**config.mk**
```make
export PLATFORM = sky130hd
export DESIGN_NAME = montgomery_ctrl
export DESIGN_NICKNAME = d
export VERILOG_FILES = /design/src/rtl/montgomery_ctrl.sv
export SDC_FILE = /design/constraint.sdc
export NUM_CORES = 1
export LEC_CHECK = 0
export CAP_MARGIN = 20
export CORE_MARGIN = 2
export CORE_UTILIZATION = 44
export DETAILED_ROUTE_END_ITERATION = 10
export PLACE_DENSITY_LB_ADDON = 0.3
export SYNTH_ARGS = -nofsm -noshare
export SYNTH_HDL_FRONTEND = slang
export SYNTH_SLANG_ARGS = --single-unit
```
**constraint.sdc**
```tcl
create_clock -name clk -period 2.2 [get_ports clk]
set_clock_uncertainty 0.2 [all_clocks]
set_input_delay 0.44 -clock clk [delete_from_list [all_inputs] [get_ports clk]]
set_output_delay 0.44 -clock clk [all_outputs]
set_load 0.02 [all_outputs]
```
**src/rtl/montgomery_ctrl.sv**
```systemverilog
// Sequencer for the radix-4 Montgomery multiplier datapath.
// It waits for operand pre-computation and then runs ITERS radix-4 steps,
// each step being C += digit*B, C += q*M, C >>= 2. It finishes with a
// conditional subtraction of M. The mpadder, the operand muxes and the
// C/A registers all live in the datapath; this block only drives their
// control strobes.
module montgomery_ctrl #(
  parameter int N_BITS = 1024,
  parameter int CNT_W  = 9
) (
  input  logic             clk,
  input  logic             reset,
  input  logic             start,
  input  logic             prep_done_m,
  input  logic             prep_done_b,
  input  logic [1:0]       a_digit,
  input  logic [1:0]       c_low,
  input  logic [1:0]       m_low,
  input  logic             adder_done,
  input  logic             adder_borrow,
  output logic             start_adder,
  output logic             subtract,
  output logic             op_src,
  output logic [1:0]       op_sel,
  output logic             c_en,
  output logic             c_shift,
  output logic             a_shift,
  output logic             busy,
  output logic             done,
  output logic             err,
  output logic [CNT_W-1:0] iter
);

  localparam int ITERS = N_BITS / 2;
  localparam logic [CNT_W-1:0] LAST_ITER = CNT_W'(ITERS - 1);

  typedef enum logic [3:0] {
    IDLE, PREP, ITER_B, WAIT_B, CALC_Q, ITER_M, WAIT_M, SHIFT, FIN_SUB, WAIT_SUB, DONE
  } state_t;

  state_t           state_q, state_d;
  logic             flag_m_q, flag_m_d;
  logic             flag_b_q, flag_b_d;
  logic [1:0]       q_q, q_d;
  logic [1:0]       sel_q, sel_d;
  logic [CNT_W-1:0] iter_q, iter_d;
  logic             err_q, err_d;

  // Low two bits of c*m. Only these bits matter, because q is taken mod 4.
  // With m^-1 == m (mod 4), q = -c*m mod 4 makes C + q*M divisible by 4.
  logic [1:0] cm_lo;
  assign cm_lo = c_low * m_low;

  // State and data registers: reset clears everything, so no run is in flight afterwards
  always_ff @(posedge clk or posedge reset) begin
    if (reset) begin
      state_q  <= IDLE;
      flag_m_q <= 1'b0;
      flag_b_q <= 1'b0;
      q_q      <= 2'd0;
      sel_q    <= 2'd0;
      iter_q   <= '0;
      err_q    <= 1'b0;
    end else begin
      state_q  <= state_d;
      flag_m_q <= flag_m_d;
      flag_b_q <= flag_b_d;
      q_q      <= q_d;
      sel_q    <= sel_d;
      iter_q   <= iter_d;
      err_q    <= err_d;
    end
  end

  // Next-state logic and control strobes; the mux selects stay valid through each adder wait
  always_comb begin
    state_d     = state_q;
    flag_m_d    = flag_m_q;
    flag_b_d    = flag_b_q;
    q_d         = q_q;
    sel_d       = sel_q;
    iter_d      = iter_q;
    err_d       = err_q;
    start_adder = 1'b0;
    subtract    = 1'b0;
    op_src      = 1'b0;
    op_sel      = 2'd0;
    c_en        = 1'b0;
    c_shift     = 1'b0;
    a_shift     = 1'b0;
    done        = 1'b0;
    busy        = (state_q != IDLE) && (state_q != DONE);

    case (state_q)
      IDLE: begin
        if (start) begin
          // Prep pulses can come in the same cycle as start, so they are captured here too
          flag_m_d = prep_done_m;
          flag_b_d = prep_done_b;
          iter_d   = '0;
          err_d    = 1'b0;
          state_d  = PREP;
        end
      end
      PREP: begin
        flag_m_d = flag_m_q | prep_done_m;
        flag_b_d = flag_b_q | prep_done_b;
        if (flag_m_d && flag_b_d) begin
          flag_m_d = 1'b0;
          flag_b_d = 1'b0;
          err_d    = err_q | ~m_low[0];
          state_d  = ITER_B;
        end
      end
      ITER_B: begin
        if (a_digit != 2'd0) begin
          start_adder = 1'b1;
          op_sel      = a_digit;
          sel_d       = a_digit;
          state_d     = WAIT_B;
        end else begin
          state_d = CALC_Q;
        end
      end
      WAIT_B: begin
        op_sel = sel_q;
        if (adder_done) begin
          c_en    = 1'b1;
          state_d = CALC_Q;
        end
      end
      CALC_Q: begin
        q_d     = 2'd0 - cm_lo;
        state_d = ITER_M;
      end
      ITER_M: begin
        if (q_q != 2'd0) begin
          start_adder = 1'b1;
          op_src      = 1'b1;
          op_sel      = q_q;
          state_d     = WAIT_M;
        end else begin
          state_d = SHIFT;
        end
      end
      WAIT_M: begin
        op_src = 1'b1;
        op_sel = q_q;
        if (adder_done) begin
          c_en    = 1'b1;
          state_d = SHIFT;
        end
      end
      SHIFT: begin
        c_shift = 1'b1;
        a_shift = 1'b1;
        if (iter_q == LAST_ITER) begin
          state_d = FIN_SUB;
        end else begin
          iter_d  = iter_q + CNT_W'(1);
          state_d = ITER_B;
        end
      end
      FIN_SUB: begin
        start_adder = 1'b1;
        subtract    = 1'b1;
        op_src      = 1'b1;
        op_sel      = 2'd1;
        state_d     = WAIT_SUB;
      end
      WAIT_SUB: begin
        subtract = 1'b1;
        op_src   = 1'b1;
        op_sel   = 2'd1;
        if (adder_done) begin
          // A borrow means C < M, so the unsubtracted C is kept
          c_en    = ~adder_borrow;
          state_d = DONE;
        end
      end
      DONE: begin
        done    = 1'b1;
        state_d = IDLE;
      end
      default: state_d = IDLE;
    endcase
  end

  assign err  = err_q;
  assign iter = iter_q;

endmodule
```
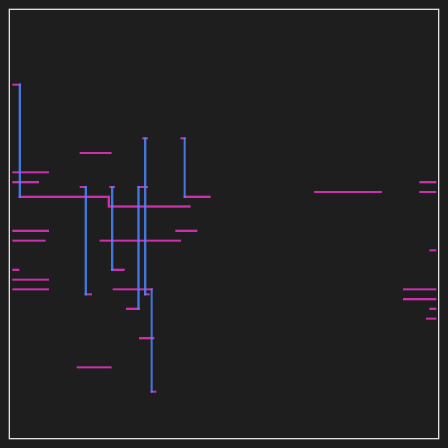
Figure 1: signal wires by layer.
Two of the layers only.
[metal 4] blue | wire length: 103 µm
[metal 3] magenta | wire length: 118 µm

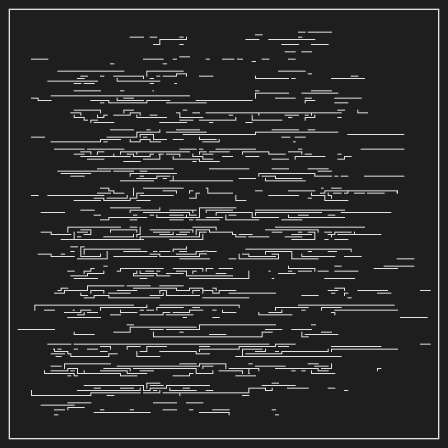
Figure 2: M1 wires.
main direction: horizontal
longest straight run: 27.1 µm
nets with wire on the layer: 226
share of all routed wire: 41%
wire length on this layer: 1,730 µm

==> flow_summary_export.csv <==
group,metric,value,unit
final_layout,num-multi-input-gates,124,
cts,number_of_levels_in_the_clock_h_tree,1,
final_layout,postLayoutCoreUtil,73.5,%
floorplan,num_io_pins,33,
final_layout,num-fill-cells,206,
route,overall_routed_net_length,4.19,mm
sta,setup_viol_count_final,3,
place,preCtsSetupSlack,-0.417,ns
cts,number_of_hold_repair_buffers_added_at_the_cts_stage,0,
sta,finalClockPeriodUsage,102,%
final_layout,seq_area,507,µm²
pwr,vdd_drop_max,0.953,mV
logic_synthesis,synthDominantCellAreaShare,36.6,%
critical_path,slowest_cell_delay_on_critical_path,0.44,ns
critical_path,cp_slowest_cell,"dfrtp_2",
sta,setup_slack,-0.0429,ns
cts,post-cts-setup-buffer-count,8,
run_status,status,"finished, violations left",
place,place.detailed.instances,255,
floorplan,die_w,59.7,µm
floorplan,fp.dieArea,3570,µm²
logic_synthesis,post_synth_instance_area,1370,µm²
floorplan,fp.dieH,59.7,µm
sta,worst_slew_margin_rel,70.9,%
critical_path,cp-start-kind,"flop",
final_layout,ff_count,20,
critical_path,ff2ff_setup_slack,0.04,ns
critical_path,worst_ep_required_time,1.56,ns
logic_synthesis,sequential_cell_area_fraction_in_the_yosys_report,36.6,%
floorplan,floorplan.core_area,3000,µm²
flow_run,tool_warnings,29,
run_status,violations,"negative setup slack",
pwr,power.density,1470,nW/µm²
critical_path,criticalPathCategory,"reg2out",
sta,max_slew.worst_pin.slew,0.432,ns
logic_synthesis,flop_cell,"dfrtp_1",
floorplan,placementRows,20,
global_route,largest_net_degree_at_the_start_of_global_routing,21,
floorplan,tapcell.inserted,33,
logic_synthesis,enable_flop_cells,0,
critical_path,r2r-end,"iter[7]",
place,detailed_place_hpwl,2.84,mm
pwr,switching_share,42.2,%
route,drc_errors,0,
critical_path,timing.reg2reg.worst_path_depth,5,
logic_synthesis,ys_area,1370,µm²
global_route,grt_pass1_wl,6.96,mm
sta,grt_setup_unrepaired,"true",
route,routed_wire_length_per_instance,15.6,µm
pwr,netSwitchingPower,1.37,mW
floorplan,initial_core_util,45.5,%
hold_path,timing.hold.worst.class,"in2async",
critical_path,worstPathArrival,1.60,ns
logic_synthesis,synthTopCellsByArea,"dfrtp_1 (37%), xnor2_1 (5.1%), nor2_1 (4.9%), nand2_1 (4.1%), o21ai_0 (3.7%)",
logic_synthesis,synth_top_cell_by_area,"dfrtp_1",
pwr,p_leak,0.971,nW
final_layout,post_layout_nonfiller_instances,269,
critical_path,critical_path.endpoint,"start_adder",
critical_path,r2r_start,"state_q[2]",
global_route,grt_antenna_before_repair,0,
final_layout,buf_share,31.5,%
logic_synthesis,synth_flops,20,
logic_synthesis,fp_nets,177,
pwr,combPwrFrac,68.2,%
flow_run,maxCapViolCount,0,
final_layout,clockBufferCount,3,
final_layout,n_all_inverters,7,
logic_synthesis,yosysUniqueCellTypes,41,
route,via_count,1501,
place,place.gp.congestion,0.843,
logic_synthesis,syn_inst,162,
final_layout,clock_tree_area_fraction,2.38,%
cts,buffers_from_clock_root_to_sink_at_most,2,
logic_synthesis,avgSynthCellArea,8.43,µm²
sta,layout_min_cycle_time,2.24,ns
final_layout,seq-cell-share,23.0,%
cts,ctsResizeCount,56,
final_layout,post_route_cells_drive_above_1_share,39.8,%
final_layout,num-nets-final,252,
logic_synthesis,top_cells_by_count,"dfrtp_1 (20), nor2_1 (18), nand2_1 (15)",
sta,hold_violations,0,
global_route,grt-ovfl-total,0,
pwr,seqPwrFrac,22.3,%
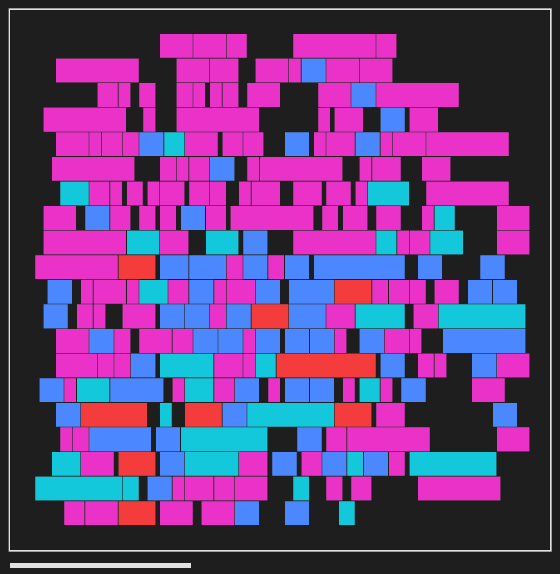
Figure 3: drive-strength map.
Bar = 20 µm.
[_3 and _4 cells] blue | cells: 58 | share: 25% | most used: buf_4
[_2 cells] cyan | cells: 27 | share: 11%
[_6 and larger] red | cells: 9 | share: 3.8% | most used: buf_6
[_0 and _1 cells] magenta | cells: 142 | share: 60% | most used: clkdlybuf4s50_1

==> metal layers <==
metal,up-vias,track usage (%),wire length [µm]
li1,733,-,-
met4,0,12.1,103
met5,-,0,0
met1,714,29.8,1730
met2,40,46.4,2240
met3,14,3.25,118
==> how the worst min path moves through the flow <==
stage	end	from	depth (start not counted)	slack [ns]
2_1_floorplan	err	reset	1	0.20
4_1_cts	iter[4]	reset	3	0.25
3_5_place_dp	sel_q[1]	sel_q[1]	1	0.29
3_3_place_gp	sel_q[0]	sel_q[0]	1	0.28
5_1_grt	iter[4]	reset	3	0.25
6_report	iter[5]	reset	3	0.25
==> critical path, delay by kind of cell (launching register included) <==
family | cells | cell delay (ns)
AND-OR/OR-AND | 1 | 0.14
flip-flops | 1 | 0.44
buffers and inverters | 2 | 0.31
AND/OR/NAND/NOR | 1 | 0.40
==> registers in the layout (all words and copies together), names as in the netlist <==
signal    count
sel_q         2
err           1
q_q           2
state_q       4
flag_m_q      1
iter          9
flag_b_q      1
==> cells by family after synthesis <==
family,count (synthesis),share of synthesized area (%)
flip-flops,20,36.6
AND-OR/OR-AND,43,22.5
XOR/XNOR,9,5.77
buffers and inverters,18,6.50
adder cells (fa/ha/maj),2,1.83
multiplexers,3,2.20
AND/OR/NAND/NOR,67,24.5
==> power by group through the flow <==
| stage | sequential, mW | combinational [mW] | clock (mW) |
|---|---|---|---|
| 2_1_floorplan | 0.760 | 0.940 | 0 |
| 3_3_place_gp | 0.719 | 1.77 | 0 |
| 3_5_place_dp | 0.733 | 1.82 | 0 |
| 4_1_cts | 0.702 | 2.03 | 0.316 |
| 5_1_grt | 0.749 | 2.40 | 0.329 |
| 6_report | 0.724 | 2.22 | 0.309 |
No activity file was given, so power comes from the tool's default toggle rates.
